<file path="src/rtl/uart_rx_if.sv">
// Receive-side bundle of the UART receiver: decoded word, its strobes and the busy flag.
// The receiver drives it through the master modport; consumers use the slave modport.
interface uart_rx_if #(
    parameter int DATA_BITS = 8
);
    logic [DATA_BITS-1:0] rx_data;
    logic                 rx_valid;
    logic                 frame_err;
    logic                 busy;

    modport master (
        output rx_data,
        output rx_valid,
        output frame_err,
        output busy
    );

    modport slave (
        input rx_data,
        input rx_valid,
        input frame_err,
        input busy
    );
endinterface

</file>
<file path="src/rtl/uart_rx.sv">
// UART receiver: 1 start, DATA_BITS data (LSB first), 1 stop, centre-sampled from a synchronised rx.
// Good words strobe rx_valid; a low stop bit strobes frame_err and leaves rx_data unchanged.
module uart_rx #(
    parameter int CLKS_PER_BIT = 868,
    parameter int DATA_BITS    = 8
) (
    input  logic      clk,
    input  logic      rst_n,
    input  logic      en,
    input  logic      rx,
    uart_rx_if.master rx_if
);
    localparam int CNT_W = $clog2(CLKS_PER_BIT);
    localparam int IDX_W = $clog2(DATA_BITS + 1);

    localparam logic [CNT_W-1:0] HALF_M1  = CNT_W'(CLKS_PER_BIT / 2 - 1);
    localparam logic [CNT_W-1:0] LAST     = CNT_W'(CLKS_PER_BIT - 1);
    localparam logic [IDX_W-1:0] IDX_LAST = IDX_W'(DATA_BITS - 1);

    typedef enum logic [1:0] {
        IDLE,
        START,
        DATA,
        STOP
    } state_t;

    state_t               state;
    state_t               state_nxt;
    logic                 rx_meta;
    logic                 rx_s;
    logic [CNT_W-1:0]     cnt;
    logic [IDX_W-1:0]     bit_idx;
    logic [DATA_BITS-1:0] shift;
    logic [DATA_BITS-1:0] rx_data;
    logic                 rx_valid;
    logic                 frame_err;
    logic                 busy;

    always_ff @(posedge clk or negedge rst_n) begin
        if (!rst_n) begin
            rx_meta <= 1'b1;
            rx_s    <= 1'b1;
        end else begin
            rx_meta <= rx;
            rx_s    <= rx_meta;
        end
    end

    always_ff @(posedge clk or negedge rst_n) begin
        if (!rst_n) state <= IDLE;
        else        state <= state_nxt;
    end

    always_comb begin
        state_nxt = state;
        if (!en) begin
            state_nxt = IDLE;
        end else begin
            case (state)
                IDLE:  if (!rx_s) state_nxt = START;
                START: if (cnt == HALF_M1) state_nxt = rx_s ? IDLE : DATA;
                DATA:  if (cnt == LAST && bit_idx == IDX_LAST) state_nxt = STOP;
                STOP:  if (cnt == LAST) state_nxt = IDLE;
                default: state_nxt = IDLE;
            endcase
        end
    end

    always_comb begin
        busy = (state != IDLE);
    end

    always_ff @(posedge clk or negedge rst_n) begin
        if (!rst_n) begin
            cnt       <= '0;
            bit_idx   <= '0;
            shift     <= '0;
            rx_data   <= '0;
            rx_valid  <= 1'b0;
            frame_err <= 1'b0;
        end else begin
            rx_valid  <= 1'b0;
            frame_err <= 1'b0;
            if (!en) begin
                cnt <= '0;
            end else begin
                case (state)
                    IDLE: cnt <= '0;
                    START: begin
                        if (cnt == HALF_M1) begin
                            cnt     <= '0;
                            bit_idx <= '0;
                        end else begin
                            cnt <= cnt + 1'b1;
                        end
                    end
                    DATA: begin
                        if (cnt == LAST) begin
                            // Right shift lands data bit k at position k after DATA_BITS samples.
                            shift   <= {rx_s, shift[DATA_BITS-1:1]};
                            cnt     <= '0;
                            bit_idx <= bit_idx + 1'b1;
                        end else begin
                            cnt <= cnt + 1'b1;
                        end
                    end
                    STOP: begin
                        if (cnt == LAST) begin
                            cnt <= '0;
                            if (rx_s) begin
                                rx_data  <= shift;
                                rx_valid <= 1'b1;
                            end else begin
                                frame_err <= 1'b1;
                            end
                        end else begin
                            cnt <= cnt + 1'b1;
                        end
                    end
                    default: cnt <= '0;
                endcase
            end
        end
    end

    assign rx_if.rx_data   = rx_data;
    assign rx_if.rx_valid  = rx_valid;
    assign rx_if.frame_err = frame_err;
    assign rx_if.busy      = busy;
endmodule

</file>
<file path="src/flat_wrapper.sv">
// flat-port wrapper written by rule: the top's interface ports become plain ports
module uart_rx_flat 
#(
    parameter int CLKS_PER_BIT = 868,
    parameter int DATA_BITS    = 8
)
  (clk, rst_n, en, rx, rx_if_rx_data, rx_if_rx_valid, rx_if_frame_err, rx_if_busy);
  uart_rx_if #(.DATA_BITS(DATA_BITS)) rx_if_i ();
  input  logic clk;
  input  logic rst_n;
  input  logic en;
  input  logic rx;
  output wire logic [$bits(rx_if_i.rx_data)-1:0] rx_if_rx_data;
  output wire logic [$bits(rx_if_i.rx_valid)-1:0] rx_if_rx_valid;
  output wire logic [$bits(rx_if_i.frame_err)-1:0] rx_if_frame_err;
  output wire logic [$bits(rx_if_i.busy)-1:0] rx_if_busy;
  assign rx_if_rx_data = rx_if_i.rx_data;
  assign rx_if_rx_valid = rx_if_i.rx_valid;
  assign rx_if_frame_err = rx_if_i.frame_err;
  assign rx_if_busy = rx_if_i.busy;
  uart_rx #(.CLKS_PER_BIT(CLKS_PER_BIT), .DATA_BITS(DATA_BITS)) u_core (.clk(clk), .rst_n(rst_n), .en(en), .rx(rx), .rx_if(rx_if_i));
endmodule
</file>
<file path="config.mk">
export PLATFORM = sky130hd
export DESIGN_NAME = uart_rx_flat
export DESIGN_NICKNAME = d
export VERILOG_FILES = /design/src/rtl/uart_rx_if.sv /design/src/rtl/uart_rx.sv /design/src/flat_wrapper.sv
export SDC_FILE = /design/constraint.sdc
export NUM_CORES = 1
export LEC_CHECK = 0
export CELL_PAD_IN_SITES_DETAIL_PLACEMENT = 0
export CELL_PAD_IN_SITES_GLOBAL_PLACEMENT = 1
export CORE_ASPECT_RATIO = 0.9
export CORE_MARGIN = 2
export CORE_UTILIZATION = 29
export DETAILED_ROUTE_END_ITERATION = 8
export PLACE_DENSITY_LB_ADDON = 0.1
export SLEW_MARGIN = 20
export SYNTH_ARGS = -nofsm -noshare
export SYNTH_HDL_FRONTEND = slang
export SYNTH_SLANG_ARGS = --single-unit
</file>
<file path="constraint.sdc">
create_clock -name clk -period 5 [get_ports clk]
set_input_delay 0.75 -clock clk [delete_from_list [all_inputs] [get_ports clk]]
set_output_delay 0.75 -clock clk [all_outputs]
set_load 0.005 [all_outputs]
</file>
==> results.json, run 1 <==
{
  "clockBufferDepth": 2,
  "aoi_share": 0.0844,
  "cts_max_level": 2,
  "grtUsageMet1": 0.173,
  "worstSetupPathType": "flip-flop to primary output",
  "grt.busiest_layer": "met1",
  "start_kind": "flip-flop",
  "regArea_um2": 903,
  "cts_resized": 0,
  "clock_sinks": 36,
  "edf_count": 0,
  "top_regs": "u_core.cnt (10), u_core.rx_if.rx_data (8), u_core.shift (8)",
  "pg_clk_w": 0.000256,
  "yosys-top-cells-count": "dfrtp_1 (34), nor2_1 (13), nand2_1 (11)",
  "maxCapViolations": 0,
  "grt_pass1_vias": 1118,
  "cts_root_buf": "clkbuf_8",
  "warnings": 31,
  "cp_top_family": "buffers and inverters",
  "ys_types": 38,
  "wl_um": 3400,
  "inverters": 9,
  "routed_via_density": 4.89,
  "grt_usage": 0.112,
  "clk_latency_ps": 280,
  "routedLengthMet1_um": 1810,
  "hold_viol": 0,
  "routed-via-count": 1163,
  "top_register": "u_core.cnt",
  "p_switching_w": 0.000181,
  "cp.arrival_ps": 1630,
  "synth_dominant_cell_count": "dfrtp_1",
  "postCtsSetupRepairBufs": 0,
  "p_total_w": 0.000677,
  "yosys_area_mm2": 0.00181,
  "p_int_w": 0.000496,
  "path_clk_slew_ps": 80,
  "top_area_cell": "dfrtp_1",
  "p_clk_frac": 0.378,
  "fp_nets": 162,
  "cp-end-kind": "primary output",
  "timing.hold.ws_ps": 364,
  "holdPathStages": 0,
  "yosysWarnings": 0,
  "status": "completed",
  "num-multi-input-gates": 99,
  "wl_met3_um": 101,
  "grt_pass1_wl_um": 5870,
  "rows": 27,
  "rsz0062_at_grt": "no",
  "path_common_cell": "inv_1",
  "use_met2": 0.145,
  "final-clk-cell-share": 0.0533,
  "simple_gate_area_frac": 0.146,
  "wire_per_inst_um": 14.3,
  "netlist_instances": 150,
  "yosys_cells": 150,
  "fp_util": 0.298,
  "synth-seq-cells": 36,
  "logic_family": "simple AND/OR/NAND/NOR gates"
}
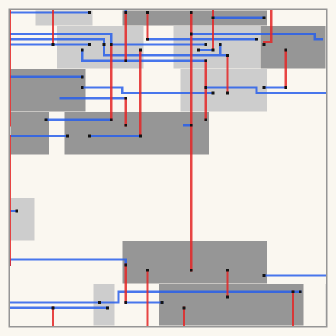
Fig. 1. Layout detail (run 1).
Region (55, 49) to (75, 69) µm. Cells in gray, sequential cells in the stronger gray; small squares are vias.
M1: drawn in blue. M2: drawn in red.
Sequential cells in the window: 4. Most frequent: dfrtp_1 (4), mux2_4 (3), inv_1 (1). 8 logic cells have their middle in the window.

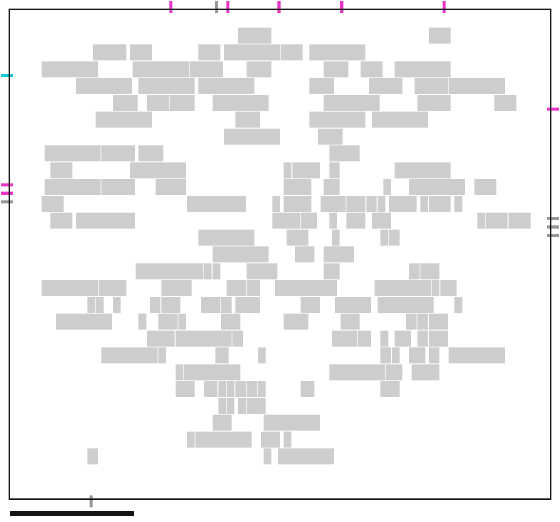
Fig. 2. I/O pins on the die edge (run 1).
The bar under the picture is 20 µm long. Pins as bars across the die edge, other pins in gray.
`rx_if_rx_data`: drawn in magenta, pins 8, direction output, edge 5 top, 2 left, 1 right. `clk`: drawn in cyan, pins 1, direction input, edge left.
All pins by edge: 6 top, 4 left, 4 right, 1 bottom.

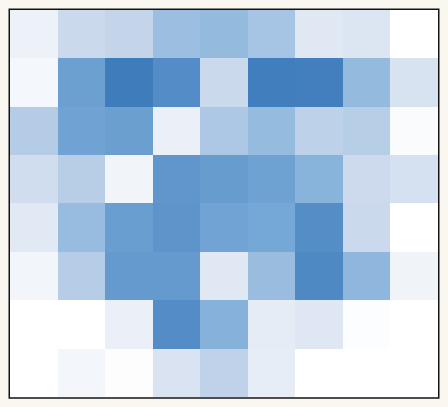
Fig. 3. Cell area per tile (run 1).
The die is cut into 9 by 8 equal tiles; white is low, dark blue is high, 0 to 100% covered.
15% of the tiles are nearly empty. The emptiest ninth of the die: lower left. The mean over all tiles is 29%. The densest ninth of the die: center. The fullest tile reaches 69%.

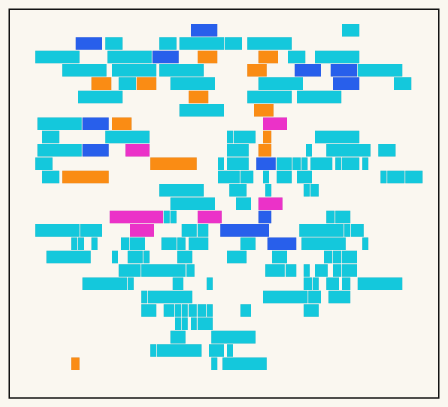
Fig. 4. Drive-strength map (run 1).
x2: drawn in orange, cells 13. x6 and larger: drawn in magenta, cells 6. x3 and x4: drawn in blue, cells 12. x1 and smaller: drawn in cyan, cells 135.

Fig. 5: run 1, placement view
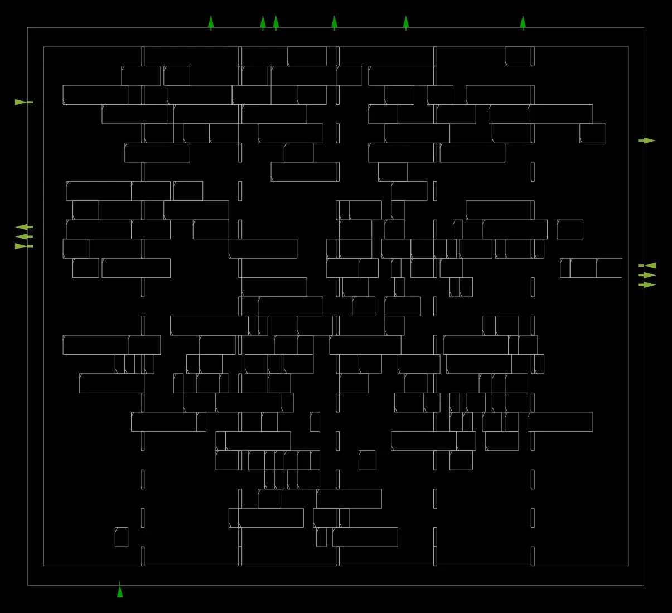

==> run 2: changes to the inputs <==
clock period = 2.5 ns   (was 5 ns; I/O delays follow)
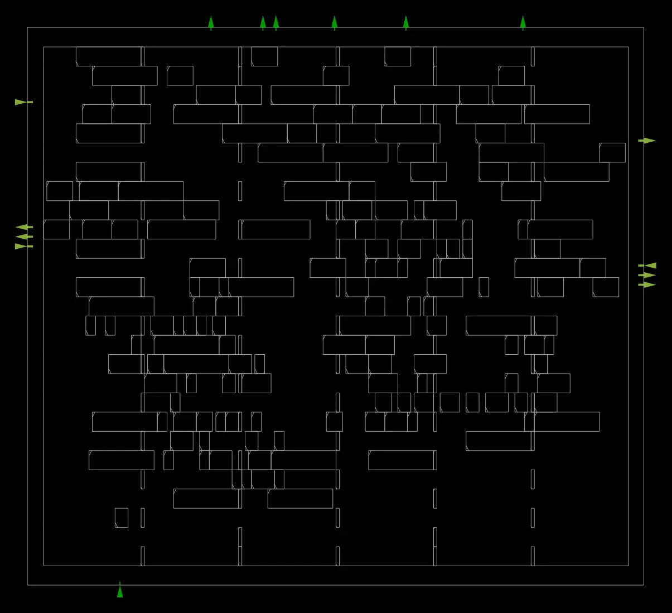
Fig. 6. Placement view (run 2).
Flops: 36
non-filler cells, final: 239
Tap Count: 72
fraction of area in registers: 0.434
fin util: 0.342

==> run 2 against run 1 <==
Combinational power rose by 110%; die area unchanged; worst setup slack worse by 2200 ps; flip-flop count is the same; clock power grew 65%; highest routed layer unchanged.
==> results.json, run 2 <==
{
  "cts_resized": 0,
  "yosysWarnings": 0,
  "rows": 27,
  "period_minus_slack_ps": 2080,
  "clockBufferDepth": 2,
  "grt_pass1_wl_um": 5800,
  "ios": 15,
  "warnings": 31,
  "crit_chain": "or3b_1 > o41ai_1 > o2111ai_1 > mux2i_1",
  "die_x_um": 87.3,
  "antennaDiodeCount": 0,
  "regArea_um2": 903,
  "hpwl_um": 2390,
  "grt_pass1_vias": 1150,
  "inverters": 9,
  "p_comb_frac": 0.171,
  "grt_usage": 0.109,
  "routed-via-count": 1141,
  "p_clk_frac": 0.332,
  "n_all_buffers": 15,
  "top_register": "u_core.cnt",
  "use_met2": 0.143,
  "cts-hold-fix-buffers": 0,
  "finClkSkew_ps": 4.54,
  "wl_met3_um": 136,
  "ys_seq_share": 0.499,
  "largest_register_ffs": 10,
  "cts_max_level": 2,
  "netlist_instances": 150,
  "sequentialPowerShare": 0.496,
  "clk_latency_ps": 280,
  "rsz0062_at_grt": "no",
  "cp_data_required_time_ps": 2660,
  "io_buffers": 14,
  "edf_count": 0,
  "comb_cell_power_w": 0.000218,
  "drive_above_1_share": 0.186,
  "p_sw_frac": 0.275,
  "grtUsageMet1": 0.170,
  "numCtsBuffers": 5,
  "final-clk-cell-share": 0.0451,
  "finalInstanceArea_mm2": 0.00208,
  "p_switching_w": 0.000350,
  "fmax_mhz": 481,
  "top_area_cell": "dfrtp_1",
  "pg_clk_w": 0.000423,
  "cp-end-kind": "flip-flop",
  "topCellsByArea": "dfrtp_1 (47%), mux2_4 (6.6%), ha_1 (5.5%)",
  "routed_via_density": 4.77,
  "power_density_mw_per_mm2": 611,
  "synth-seq-cells": 36,
  "wl_um": 3380,
  "p_int_w": 0.000921,
  "cp_top_family": "AND-OR/OR-AND gates",
  "path_max_fanout": 7,
  "fp_util": 0.298,
  "path_clk_slew_ps": 70,
  "wire_per_inst_um": 14.2,
  "start_kind": "flip-flop",
  "cts_root_buf": "clkbuf_8",
  "worstReg2RegEnd": "u_core.state[0]",
  "worst-path-stages": 4,
  "fp_nets": 162,
  "worstSetupPathType": "flip-flop to flip-flop",
  "timing.hold.ws_ps": 181,
  "ys_types": 38,
  "layout_top_cell": "dfrtp_1",
  "n_clock_buffer": 7,
  "synth_dominant_cell_count": "dfrtp_1",
  "tns_ps": 0,
  "worst_slack_ps": 419,
  "areaGrowthSynthToFinish_pct": 15.0,
  "met3_usage": 0.0333,
  "grt_max_degree": 37,
  "status": "completed",
  "path_buffers": 0,
  "antenna_found_initial": 0,
  "simple_gate_area_frac": 0.146,
  "routedLengthMet1_um": 1810,
  "postCtsSetupRepairBufs": 0,
  "critPathSlowestCell": "o41ai_1",
  "setup_viol": 0,
  "cp_slowest_stage_delay_ps": 560,
  "logic_area_um2": 817,
  "powerSeq_w": 0.000631,
  "yosys-top-cells-count": "dfrtp_1 (34), nor2_1 (13), nand2_1 (11)",
  "overflow": 0,
  "power_leakage_nw": 0.879,
  "p_total_w": 0.00127,
  "cp.arrival_ps": 2240,
  "critPathCapture": "u_core.state[0]",
  "post-route-drc-count": 0,
  "yosys_area_mm2": 0.00181,
  "top_regs": "u_core.cnt (10), u_core.rx_if.rx_data (8), u_core.shift (8)",
  "yosys_cells": 150,
  "hold_viol": 0,
  "finalMaxSlewViolations": 0,
  "aoi_share": 0.0844,
  "layout_top_cells": "dfrtp_1 (34), nor2_1 (13), clkdlybuf4s50_1 (13)",
  "wl_met2_um": 1410,
  "place_congestion": 0.694,
  "synth-main-ff-cell": "dfrtp_1",
  "hold_path.class": "input port to async pin",
  "maxCapViolations": 0,
  "grt.busiest_layer": "met1",
  "clock_sinks": 36,
  "num-multi-input-gates": 99,
  "logic_family": "simple AND/OR/NAND/NOR gates"
}
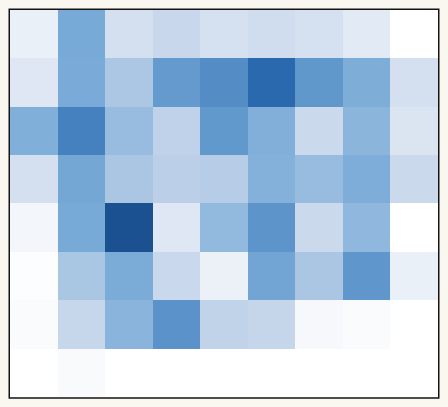
Fig. 7. Cell area per tile (run 2).
The die is cut into 9 by 8 equal tiles; white is low, dark blue is high, 0 to 100% covered.
The emptiest ninth of the die: lower right. 2.8% of the tiles are over 75% full. The mean over all tiles is 29%. 17% of the tiles are nearly empty. The fullest tile reaches 87%.

Power is estimated from default activity; no workload was simulated.
